==> src/rtl/wb_arbiter.sv <==
// Writeback arbiter: one-entry slots for the ALU and load-data paths share the
// single register-file write port. Memory wins ties, but after MAX_MEM_STREAK
// consecutive memory grants with an ALU result waiting, the ALU is forced through.
module wb_arbiter #(
    parameter int XLEN           = 32,
    parameter int MAX_MEM_STREAK = 3
) (
    input  logic            clk,
    input  logic            reset,
    input  logic            alu_valid,
    output logic            alu_ready,
    input  logic [4:0]      alu_rd,
    input  logic [XLEN-1:0] alu_result,
    input  logic            mem_valid,
    output logic            mem_ready,
    input  logic [4:0]      mem_rd,
    input  logic [XLEN-1:0] mem_data,
    output logic            reg_write,
    output logic [4:0]      wb_rd,
    output logic            mem_to_reg,
    output logic [XLEN-1:0] wb_mem_data,
    output logic [XLEN-1:0] wb_alu_result
);
    localparam logic [3:0] STREAK_MAX = 4'(MAX_MEM_STREAK);

    typedef struct packed {
        logic [4:0]      rd;
        logic [XLEN-1:0] data;
    } slot_t;

    slot_t      alu_slot, mem_slot;
    logic       alu_full, mem_full;
    logic [3:0] streak;
    logic       grant_mem, grant_alu;

    // Memory wins unless the ALU has been starved for a full streak.
    always_comb begin
        grant_mem = mem_full && (!alu_full || streak != STREAK_MAX);
        grant_alu = alu_full && !grant_mem;
        alu_ready = !alu_full || grant_alu;
        mem_ready = !mem_full || grant_mem;
    end

    // Slot fill/drain; a granted slot may be refilled on the same edge.
    always_ff @(posedge clk or posedge reset) begin
        if (reset) begin
            alu_full <= 1'b0;
            mem_full <= 1'b0;
            alu_slot <= '0;
            mem_slot <= '0;
        end else begin
            if (alu_valid && alu_ready) begin
                alu_full <= 1'b1;
                alu_slot <= '{rd: alu_rd, data: alu_result};
            end else if (grant_alu) begin
                alu_full <= 1'b0;
            end
            if (mem_valid && mem_ready) begin
                mem_full <= 1'b1;
                mem_slot <= '{rd: mem_rd, data: mem_data};
            end else if (grant_mem) begin
                mem_full <= 1'b0;
            end
        end
    end

    // Count memory grants taken while an ALU result waits; saturates at the limit.
    always_ff @(posedge clk or posedge reset) begin
        if (reset) begin
            streak <= '0;
        end else if (!alu_full || grant_alu) begin
            streak <= '0;
        end else if (grant_mem && streak != STREAK_MAX) begin
            streak <= streak + 4'd1;
        end
    end

    // Registered writeback port; the non-granted data bus keeps its old value.
    always_ff @(posedge clk or posedge reset) begin
        if (reset) begin
            reg_write     <= 1'b0;
            wb_rd         <= '0;
            mem_to_reg    <= 1'b0;
            wb_mem_data   <= '0;
            wb_alu_result <= '0;
        end else if (grant_mem) begin
            reg_write   <= (mem_slot.rd != 5'd0);
            wb_rd       <= mem_slot.rd;
            mem_to_reg  <= 1'b1;
            wb_mem_data <= mem_slot.data;
        end else if (grant_alu) begin
            reg_write     <= (alu_slot.rd != 5'd0);
            wb_rd         <= alu_slot.rd;
            mem_to_reg    <= 1'b0;
            wb_alu_result <= alu_slot.data;
        end else begin
            reg_write <= 1'b0;
        end
    end
endmodule
==> config.mk <==
export PLATFORM = sky130hd
export DESIGN_NAME = wb_arbiter
export DESIGN_NICKNAME = d
export VERILOG_FILES = /design/src/rtl/wb_arbiter.sv
export SDC_FILE = /design/constraint.sdc
export NUM_CORES = 1
export LEC_CHECK = 0
export CAP_MARGIN = 40
export CORE_ASPECT_RATIO = 1.5
export CORE_MARGIN = 8
export CORE_UTILIZATION = 50
export DETAILED_ROUTE_END_ITERATION = 6
export PLACE_DENSITY = 0.87
export SYNTH_ARGS = -nofsm -noshare
export SYNTH_HDL_FRONTEND = slang
export SYNTH_SLANG_ARGS = --single-unit
==> constraint.sdc <==
create_clock -name clk -period 13.05 [get_ports clk]
set_clock_uncertainty 0.05 [all_clocks]
set_input_delay 2.61 -clock clk [delete_from_list [all_inputs] [get_ports clk]]
set_output_delay 2.61 -clock clk [all_outputs]
set_load 0.005 [all_outputs]
==> out/results.tsv, run 1 <==
stage	metric	value	unit
placement	detailed placement HPWL	9160	um
sta	f_max	205	MHz
synth	Post-Synthesis Cells	343	
synth	Synthesized registers	151	
synth	Synth area leaders	dfrtp_1 64%, mux2_2 22%, mux2_4 7.4%	
synth	Top cell area share	64.3	%
placement	Placed Area	7540	sq um
power	Net Sw Power	0.303	mW
placement	GP Congestion	0.712	
synth	ys cells	343	
global_route	total track usage	17.9	%
synth	Unique cell types	23	
route	WL per Instance	19.6	um
synth	area leader, netlist	dfrtp_1	
route	drt pass-1 iters	4	
critical_path	crit-path cells	ha_1 > or3b_4 > nand3_1 > clkdlybuf4s50_1	
global_route	Most Used Layer, Global Route	met2	
critical_path	r2r startpoint	streak[0]	
global_route	GR Layer Usage met2	30.2	%
cells_and_area	top flop regs	alu_slot (37), mem_slot (37)	
cells_and_area	ANT cells	0	
sta	worst-margin pin slew	0.652	ns
global_route	largest net degree at the start of global routing	73	
route	WL final	13000	um
route	DR vias/cell	5.11	
synth	ys async rst share	100	%
power	Comb pwr share	19.1	%
flow_run	Log Warnings	26	
cells_and_area	register area	3780	sq um
critical_path	WS Path Type	reg2out	
critical_path	Reg2Reg Capture Point	mem_slot[11]	
sta	Final setup viols	0	
cells_and_area	area grow syn2layout	39.0	%
synth	syn_nets	422	
clock_network	CTS H-tree depth	4	
floorplan	die height	149	um
power	power in the clock group	0.519	mW
power	Net Sw Frac	22.0	%
power	Seq power	0.594	mW
clock_network	hold_buf cts	0	
clock_network	Worst-path clk slew	0.05	ns
sta	post-layout period usage	37.4	%
critical_path	R2R cell count	5	
clock_network	postcts setup bufs	0	
clock_network	post-CTS sizing	0	
sta	worst slew margin relative to its limit	56.4	%
clock_network	TritonCTS buffer count	17	
critical_path	critical path's slowest cell	clkdlybuf4s50_1	
cells_and_area	share of layout cells above drive strength 1	35.8	%
critical_path	crit start category	flip-flop	
critical_path	Worst setup EP type	output pin	
global_route	M1 GR Usage	20.0	%
power	pwr/cell area	169	nW/um^2
synth	YS warnings	0	
critical_path	Max stage delay on crit path	0.55	ns
power	Largest Pwr Group	sequential cells	
clock_network	CTS Buffer Depth	2	
min_path	Hold Crit Start	streak[0]	
power	Peak VDD IR	92.4	uV
global_route	met3 Use GR	7.05	%
global_route	initial antenna violation count	0	
synth	yosys synthesis chip area	5870	sq um
route	vias	3395	
synth	most frequent cell after synthesis	dfrtp_1	
floorplan	Die Width	105	um
global_route	grt total ovfl	0	
critical_path	Critical Path Source	streak[0]	
synth	Mapped Area	5870	sq um
power	clock share of power	37.7	%
critical_path	worst path buffer plus inverter count	1	
clock_network	TritonCTS clock tree	built	
floorplan	chip footprint	15500	sq um
route	Initial DRC Count	85	
sta	hold_ws	0.433	ns
critical_path	Max Fanout on Critical Path	5	
floorplan	FP Util	51.2	%
clock_network	clock sinks	151	
global_route	vias in the first global route	4006	
sta	Setup TNS Final	0	ns
cells_and_area	Comb area	1960	sq um
sta	RSZ-0062 raised after global routing	false	
sta	Final Hold Viols	0	
cells_and_area	Nets	582	
route	Top Layer Used	met4	
synth	syn avg cell area	17.1	sq um
route	Final ANT Viol Nets	0	
route	# DRC	0	
route	metal3 WL	859	um
sta	Max Slew Vio Count	0	
cells_and_area	final instance area	8170	sq um
clock_network	root buf cell	clkbuf_16	
synth	register share after synthesis	64.3	%
critical_path	Crit path arrival time	2.22	ns
critical_path	R2R Setup Slk	10.81	ns
min_path	Min-Delay Path Class	reg2reg	
clock_network	clk latency late pin	0.41	ns
min_path	hold path endpoint	streak[0]	
power	register share of total power	43.2	%
synth	most frequent cells after synthesis	151 x dfrtp_1, 117 x mux2_2, 29 x mux2_4, 8 x buf_6, 6 x nor2_1	
route	met2 wire length	6860	um
sta	crit path time final	4.88	ns
run_status	status	completed	
synth	EDFF count, synth	0	
critical_path	Top delay family on crit path	simple AND/OR/NAND/NOR gates	
min_path	Worst Hold Depth	1	
route	metal1 wirelength	5090	um
power	Cell Int Power	1.07	mW
flow_run	max_cap viols	0	
synth	main flop type	dfrtp_1	
==> run 1: placed cells by master, fill, tap and decap left out, types with 2 or more instances in the layout <==
master and count:
dfrtp_1 151, or4_1 2, inv_1 3, clkbuf_1 4, bufinv_16 5, buf_12 2, o21ai_4 3, nand3_1 3
nand2b_1 2, mux2_1 2, clkbuf_16 17, clkinv_4 2, clkdlybuf4s50_1 150, mux2_2 117, nor2_1 6, buf_4 3
mux2_4 29
==> run 1: worst max-delay path by stage <==
stage | to | slack, ns | cells past startpoint
final | alu_ready | 8.17 | 4
after global routing | alu_ready | 8.08 | 4
after CTS | alu_ready | 8.12 | 4
after detailed placement | alu_ready | 8.57 | 4
after global placement | alu_slot[4] | 8.47 | 3
after floorplan | alu_full | 6.33 | 1
==> run 1: cells by family (layout without fill, tap and decap cells) <==
group,after synthesis,after routing,share of synthesized area (%)
xor gates and xnor gates,2,2,0.298
and+or+nand+nor,16,16,1.49
muxes,148,148,30.2
AOI/OAI and AO/OA,6,6,0.895
DFF,151,151,64.3
adders and majority gates,1,1,0.213
buffers and inverters,19,190,2.56
==> run 1: per-stage QoR <==
step           setup WS [ns]  total power, mW  cells
2_1_floorplan           6.33            0.711    343
3_3_place_gp            8.47            0.850    631
3_5_place_dp            8.57            0.867    634
4_1_cts                 8.12             1.39    664
5_1_grt                 8.08             1.44    664
6_report                8.17             1.38    664
==> run 1: final cells by class <==
| class | count | share of cell area [%] |
|---|---|---|
| Clock buffer | 22 | 5.56 |
| Clock inverter | 8 | 2.11 |
| Inverter | 4 | 0.245 |
| Multi-Input combinational cell | 173 | 24.0 |
| Sequential cell | 151 | 46.3 |
| Tap cell | 150 | 2.30 |
| Timing Repair Buffer | 156 | 19.5 |
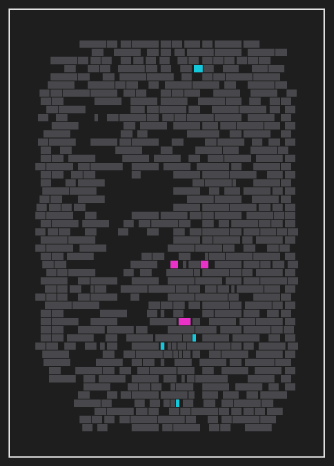
*Gate families picked out, run 1*
Scale: 3 px per um.
Key: cyan = inverters [cells 4]; magenta = AND and OR gates [cells 3]
Final Instance Count excl. Fillers: 664
logic share of the area: 24.0%
Commonest Layout Cell: dfrtp_1

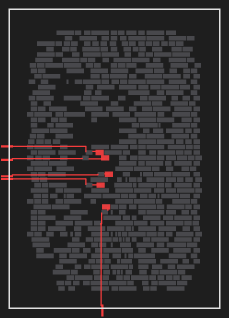
*Nets reached from selected ports, run 1*
Scale: 2 px per um.
Key: red = mem_rd [bits 5, direction input, end cells 5, buffers 5, wire 230 um]
port bufs: 150
I/O Pins: 151

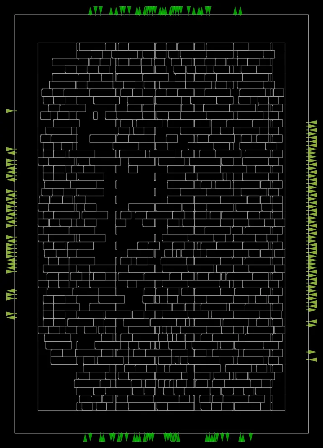
*Cell placement, run 1*
post-layout util: 71.2%
Seq area share: 46.3%
fillers: 744
Std-Cell Rows: 48
Core Area: 11,500 sq um

==> run 2: changes to the inputs <==
Settings changed: CORE_UTILIZATION 50 to 49, PLACE_DENSITY 0.87 to 0.85.
Clock period 13.05 ns to 5 ns, I/O delays scaled along.
==> out/results.tsv, run 2 <==
stage	metric	value	unit	change
placement	GP Congestion	0.715		was 0.712
sta	crit path time final	3.24	ns	
route	WL per Instance	18.4	um	was 19.6 um
synth	Simple-Gate Fraction of Synth Area	1.49	%	unchanged
synth	multiplexer share of the synthesized area	30.2	%	unchanged
clock_network	TritonCTS buffer count	17		unchanged
route	Initial DRC Count	46		was 85
min_path	Hold Crit Start	streak[0]		unchanged
synth	aoi share	0.895	%	unchanged
route	metal3 WL	975	um	was 859 um
synth	register share after synthesis	64.3	%	unchanged
sta	Final Hold Viols	0		unchanged
critical_path	r2r startpoint	streak[0]		unchanged
synth	Synthesized registers	151		unchanged
floorplan	chip footprint	15800	sq um	was 15,500 sq um
floorplan	FP Util	49.6	%	was 51.2%
cells_and_area	fillers	806		was 744
critical_path	critical path's slowest cell	clkdlybuf4s50_1		unchanged
global_route	first-pass GRT wire length	20200	um	was 21,700 um
synth	syn_nets	422		unchanged
critical_path	Worst setup EP type	output pin		unchanged
synth	EDFF count, synth	0		unchanged
synth	Synth area leaders	dfrtp_1 64%, mux2_2 22%, mux2_4 7.4%		unchanged
synth	Post-Synthesis Cells	343		unchanged
clock_network	post-CTS sizing	0		unchanged
sta	Final WS setup	1.76	ns	was 8.17 ns
cells_and_area	Commonest Layout Cell	dfrtp_1		unchanged
synth	area leader, netlist	dfrtp_1		unchanged
route	# DRC	0		unchanged
sta	hold_ws	0.418	ns	was 0.433 ns
route	metal1 wirelength	4680	um	was 5090 um
synth	most frequent cells after synthesis	151 x dfrtp_1, 117 x mux2_2, 29 x mux2_4, 8 x buf_6, 6 x nor2_1		unchanged
critical_path	crit-path cells	ha_1 > or3b_4 > nand3_1 > clkdlybuf4s50_1		unchanged
cells_and_area	Final Instance Count excl. Fillers	670		was 664
route	Top Layer Used	met4		unchanged
placement	Placed Area	7540	sq um	about the same
power	Peak VDD IR	249	uV	was 92.4 uV
flow_run	max_cap viols	0		unchanged
clock_network	CTS Buffer Depth	2		unchanged
clock_network	postcts setup bufs	0		unchanged
clock_network	clock sinks	151		unchanged
critical_path	Crit path arrival time	2.19	ns	was 2.22 ns
placement	detailed placement HPWL	8880	um	was 9160 um
floorplan	Core Area	11800	sq um	was 11,500 sq um
synth	Adder Area Share	0.213	%	unchanged
synth	ys async rst share	100	%	unchanged
critical_path	worst path buffer plus inverter count	1		unchanged
synth	YS warnings	0		unchanged
synth	most frequent cell after synthesis	dfrtp_1		unchanged
clock_network	clk latency late pin	0.41	ns	about the same
synth	Top cell area share	64.3	%	unchanged
placement	dpl cells	638		was 634
sta	Final setup viols	0		unchanged
critical_path	Max stage delay on crit path	0.55	ns	about the same
global_route	grt total ovfl	0		unchanged
sta	f_max	309	MHz	
route	WL final	12300	um	was 13,000 um
flow_run	Log Warnings	26		unchanged
critical_path	Max Fanout on Critical Path	5		unchanged
clock_network	hold_buf cts	0		unchanged
clock_network	root buf cell	clkbuf_16		unchanged
power	Net Sw Power	0.821	mW	was 0.303 mW
global_route	vias in the first global route	3854		was 4,006
sta	Setup TNS Final	0	ns	unchanged
power	clock share of power	38.0	%	was 37.7%
sta	post-layout period usage	64.8	%	
power	Cell Int Power	2.76	mW	was 1.07 mW
cells_and_area	post-layout util	69.1	%	was 71.2%
run_status	status	completed		unchanged
global_route	initial antenna violation count	0		unchanged
floorplan	I/O Pins	151		unchanged
power	pwr/cell area	438	nW/um^2	was 169 nW/um^2
critical_path	Critical Path Source	streak[0]		unchanged
floorplan	Std-Cell Rows	49		was 48
synth	Unique cell types	23		unchanged
cells_and_area	top flop regs	alu_slot (37), mem_slot (37)		unchanged
sta	RSZ-0062 raised after global routing	false		unchanged
route	DR vias/cell	5.03		was 5.11
power	Net Sw Frac	22.9	%	was 22.0%
cells_and_area	Nets	583		was 582
critical_path	crit start category	flip-flop		unchanged
synth	yosys xor share	0.298	%	unchanged
synth	syn avg cell area	17.1	sq um	unchanged
placement	port bufs	150		unchanged
clock_network	TritonCTS clock tree	built		unchanged
global_route	total track usage	16.5	%	was 17.9%
cells_and_area	share of layout cells above drive strength 1	36.6	%	was 35.8%
route	met2 wire length	6420	um	was 6860 um
route	drt pass-1 iters	4		unchanged
sta	worst slew margin relative to its limit	53.8	%	was 56.4%
sta	Max Slew Vio Count	0		unchanged
synth	Mapped Area	5870	sq um	unchanged
clock_network	CTS H-tree depth	4		unchanged
cells_and_area	Top Layout Cells	151 x dfrtp_1, 150 x clkdlybuf4s50_1, 117 x mux2_2		unchanged
placement	DP Worst Slack	2.19	ns	was 8.57 ns
route	Final ANT Viol Nets	0		unchanged
power	register share of total power	42.9	%	was 43.2%
min_path	Min-Delay Path Class	reg2reg		unchanged
synth	main flop type	dfrtp_1		unchanged
synth	comb area leader	multiplexers		unchanged
sta	worst-margin pin slew	0.690	ns	was 0.652 ns
power	P_leak	3.52	nW	was 3.53 nW
synth	yosys synthesis chip area	5870	sq um	unchanged
cells_and_area	area grow syn2layout	39.2	%	was 39.0%
clock_network	Worst-path clk slew	0.06	ns	was 0.05 ns
route	vias	3373		was 3,395
global_route	largest net degree at the start of global routing	75		was 73
cells_and_area	final instance area	8180	sq um	was 8170 sq um
critical_path	Top delay family on crit path	simple AND/OR/NAND/NOR gates		unchanged
cells_and_area	ANT cells	0		unchanged
power	Overall Power	3.59	mW	was 1.38 mW
critical_path	CP Data Required Time	3.95	ns	was 10.39 ns
synth	ys cells	343		unchanged
critical_path	WS Path Type	reg2out		unchanged
power	Comb pwr share	19.0	%	was 19.1%
-- run 2: cell counts after synthesis --
No cell type changed its count.
-- run 2: cell type report --
| type | instances | area (sq um) | area share (%) |
|---|---|---|---|
| sequential | 151 | 3780 | 46.2 |
| multi-input combinational | 173 | 1960 | 24.0 |
| timing repair buffer | 157 | 1590 | 19.5 |
| clock buffer | 20 | 447 | 5.46 |
| tap | 153 | 191 | 2.34 |
| clock inverter | 12 | 188 | 2.30 |
| inverter | 4 | 18.8 | 0.230 |
-- run 2: logic make-up after synthesis --
kind of cell               count (synthesis)
DFF                                      151
muxes                                    148
buffers and inverters                     19
and+or+nand+nor                           16
AOI/OAI and AO/OA                          6
xor gates and xnor gates                   2
adders and majority gates                  1
-- run 2: worst register-to-register path, stage by stage (launching register included) --
cell,delay [ns]
dfrtp_1,0.37
ha_1,0.21
or3b_4,0.45
o21ai_4,0.57
buf_4,0.41
mux2_2,0.38
-- run 2: path summary, 6_finish.rpt --
check                               endpoint  slack (ns)  cells past startpoint
max                                alu_ready        1.76                      4
min                                streak[0]        0.42                      1
max reg2reg                  wb_mem_data[15]        2.45                      5
min reg2reg                        streak[0]        0.42                      1
max in group asynchronous       mem_slot[12]        3.18                      4
min in group asynchronous  wb_alu_result[21]        0.80                      2
-- run 2: power groups by stage --
stage	sequential [mW]	combinational (mW)	clock [mW]
finish	1.54	0.683	1.36
floorplan	1.55	0.310	0
global route	1.57	0.737	1.44
global placement	1.55	0.673	0
CTS	1.54	0.700	1.40
detailed placement	1.56	0.695	0
-- run 2: routing by layer --
layer / up-vias / GRT usage (%)
li1: 1534 / -
met4: 0 / 6.74
met3: 19 / 6.94
met1: 1721 / 17.7
met5: - / 0
met2: 99 / 28.0
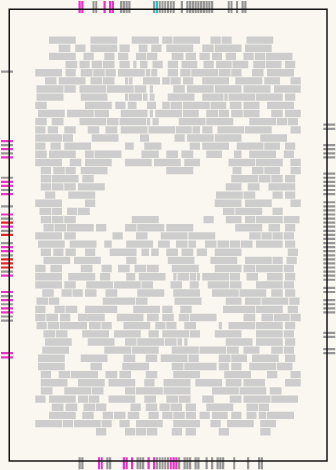
*Pin placement, run 2*
Scale: 3 px per um. Pins as bars across the die edge, other pins in gray.
Key: red = mem_rd [pins 5, direction input, edge left]; cyan = mem_ready [pins 1, direction output, edge top]; magenta = mem_data [pins 32, direction input, edge 17 left, 10 bottom, 5 top]
die height: 150 um
Die Width: 105 um

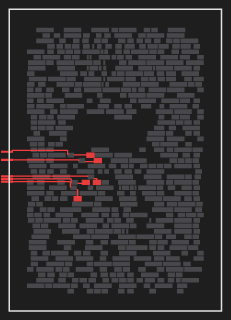
*Nets reached from selected ports, run 2*
Scale: 2 px per um.
Key: red = mem_rd [bits 5, direction input, end cells 5, buffers 5, wire 196 um]

==> run 3: changes to the inputs <==
Clock period 5 ns to 3.22 ns, I/O delays scaled along.
==> out/results.tsv, run 3 <==
stage	metric	value	unit	change
synth	Synthesized registers	151		unchanged
sta	Max Slew Vio Count	0		unchanged
placement	GP Congestion	0.708		was 0.715
synth	Unique cell types	23		unchanged
clock_network	root buf cell	clkbuf_16		unchanged
placement	DP Worst Slack	0.745	ns	was 2.19 ns
run_status	status	completed		unchanged
cells_and_area	share of layout cells above drive strength 1	36.8	%	was 36.6%
sta	worst slew margin relative to its limit	60.2	%	was 53.8%
min_path	Min-Delay Path Class	reg2reg		unchanged
synth	Post-Synthesis Cells	343		unchanged
global_route	grt total ovfl	0		unchanged
floorplan	Std-Cell Rows	49		unchanged
clock_network	CTS Buffer Depth	2		unchanged
floorplan	Core Area	11800	sq um	unchanged
power	pwr/cell area	679	nW/um^2	was 438 nW/um^2
global_route	total track usage	16.5	%	about the same
route	# DRC	0		unchanged
synth	register share after synthesis	64.3	%	unchanged
route	vias	3403		was 3,373
sta	Final setup viols	0		unchanged
synth	main flop type	dfrtp_1		unchanged
synth	ys cells	343		unchanged
cells_and_area	post-layout util	69.2	%	was 69.1%
cells_and_area	Top Layout Cells	151 x dfrtp_1, 150 x clkdlybuf4s50_1, 117 x mux2_2		unchanged
route	WL per Instance	18.7	um	was 18.4 um
sta	hold_ws	0.415	ns	was 0.418 ns
clock_network	post-CTS sizing	0		unchanged
clock_network	hold_buf cts	0		unchanged
clock_network	Worst-path clk slew	0.06	ns	about the same
power	P_leak	3.52	nW	about the same
sta	crit path time final	2.87	ns	
critical_path	CP Data Required Time	2.53	ns	was 3.95 ns
global_route	first-pass GRT wire length	20400	um	was 20,200 um
critical_path	Max Fanout on Critical Path	5		unchanged
global_route	vias in the first global route	3917		was 3,854
floorplan	chip footprint	15800	sq um	unchanged
critical_path	Crit path arrival time	2.18	ns	was 2.19 ns
synth	YS warnings	0		unchanged
route	drt pass-1 iters	4		unchanged
cells_and_area	Nets	585		was 583
global_route	largest net degree at the start of global routing	79		was 75
clock_network	TritonCTS buffer count	17		unchanged
route	WL final	12500	um	was 12,300 um
critical_path	WS Path Type	reg2out		unchanged
placement	detailed placement HPWL	9110	um	was 8880 um
critical_path	Max stage delay on crit path	0.56	ns	was 0.55 ns
floorplan	I/O Pins	151		unchanged
cells_and_area	top flop regs	alu_slot (37), mem_slot (37)		unchanged
floorplan	die height	150	um	unchanged
flow_run	max_cap viols	0		unchanged
route	Initial DRC Count	102		was 46
critical_path	Worst setup EP type	output pin		unchanged
synth	area leader, netlist	dfrtp_1		unchanged
synth	syn_nets	422		unchanged
cells_and_area	ANT cells	0		unchanged
clock_network	clock sinks	151		unchanged
synth	Top cell area share	64.3	%	unchanged
floorplan	FP Util	49.6	%	unchanged
floorplan	Die Width	105	um	unchanged
synth	yosys synthesis chip area	5870	sq um	unchanged
synth	EDFF count, synth	0		unchanged
placement	dpl cells	640		was 638
sta	Final Hold Viols	0		unchanged
synth	most frequent cells after synthesis	151 x dfrtp_1, 117 x mux2_2, 29 x mux2_4, 8 x buf_6, 6 x nor2_1		unchanged
sta	post-layout period usage	89.3	%	
synth	Mapped Area	5870	sq um	unchanged
[run 3: cell counts after synthesis]
Identical to the previous run, type by type.
[run 3: layer usage]
metal  track usage, %  vias to the layer above  part of all wire (%)
met1             18.0                     1748                    39
met3             5.70                       19                   6.0
met4             6.88                        0                   1.9
met5                0                        -                     0
met2             28.5                      103                    53
li1                 -                     1533                     -
[run 3: cells by family (layout without fill, tap and decap cells)]
group / count (synthesis) / after routing / synth area share, %
AND-OR/OR-AND: 6 / 6 / 0.895
adder cells (fa/ha/maj): 1 / 1 / 0.213
buffers and inverters: 19 / 193 / 2.56
multiplexers: 148 / 148 / 30.2
XOR/XNOR: 2 / 2 / 0.298
AND/OR/NAND/NOR: 16 / 16 / 1.49
flip-flops: 151 / 151 / 64.3
[run 3: worst paths after layout]
check / from / end / slack, ns / depth (start not counted)
min in group asynchronous: reset / wb_alu_result[27] / 0.67 / 3
max in group asynchronous: reset / wb_rd[3] / 2.09 / 3
hold / removal: streak[0] / streak[0] / 0.41 / 1
setup reg to reg: streak[0] / wb_alu_result[20] / 0.92 / 5
hold reg to reg: streak[0] / streak[0] / 0.41 / 1
setup / recovery: streak[0] / alu_ready / 0.35 / 4
[run 3: power breakdown]
group / internal [mW] / switching [mW] / total [mW]
combinational: 0.746 / 0.319 / 1.06
sequential: 2.22 / 0.175 / 2.39
clock: 1.37 / 0.735 / 2.10
[run 3: cell type report]
cell class / count / area, sq um
clock buffers: 18 / 429
clock inverters: 12 / 203
fillers: 807 / 3640
inverters: 4 / 18.8
multi-input cells: 173 / 1960
flip-flops and latches: 151 / 3780
well taps: 153 / 191
repair buffers: 159 / 1610
[run 3: worst max-delay path, delay by kind of cell, from the launching register on]
family	cells	cell delay [ns]
adders and majority gates	1	0.21
buffers and inverters	1	0.56
DFF	1	0.37
and+or+nand+nor	2	0.65
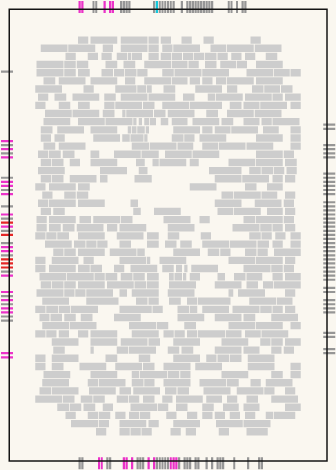
*Pin placement, run 3*
Scale: 3 px per um. Pins as bars across the die edge, other pins in gray.
Key: red = mem_rd [pins 5, direction input, edge left]; magenta = mem_data [pins 32, direction input, edge 17 left, 10 bottom, 5 top]; cyan = mem_ready [pins 1, direction output, edge top]

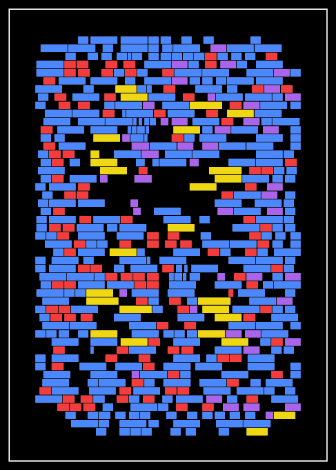
*Drive-strength map, run 3*
Scale: 3 px per um.
Key: red = drive 2 [cells 119, share 23%]; blue = drive 1 or less [cells 327, share 63%]; purple = drive 3 to 4 [cells 45, share 8.7%]; yellow = drive 6 and up [cells 26, share 5.0%]
Final WS setup: 0.346 ns
final instance area: 8190 sq um
area grow syn2layout: 39.4%
non-clock buffer count: 159

Power figures rest on the tool's default switching activity, not on a simulated workload.
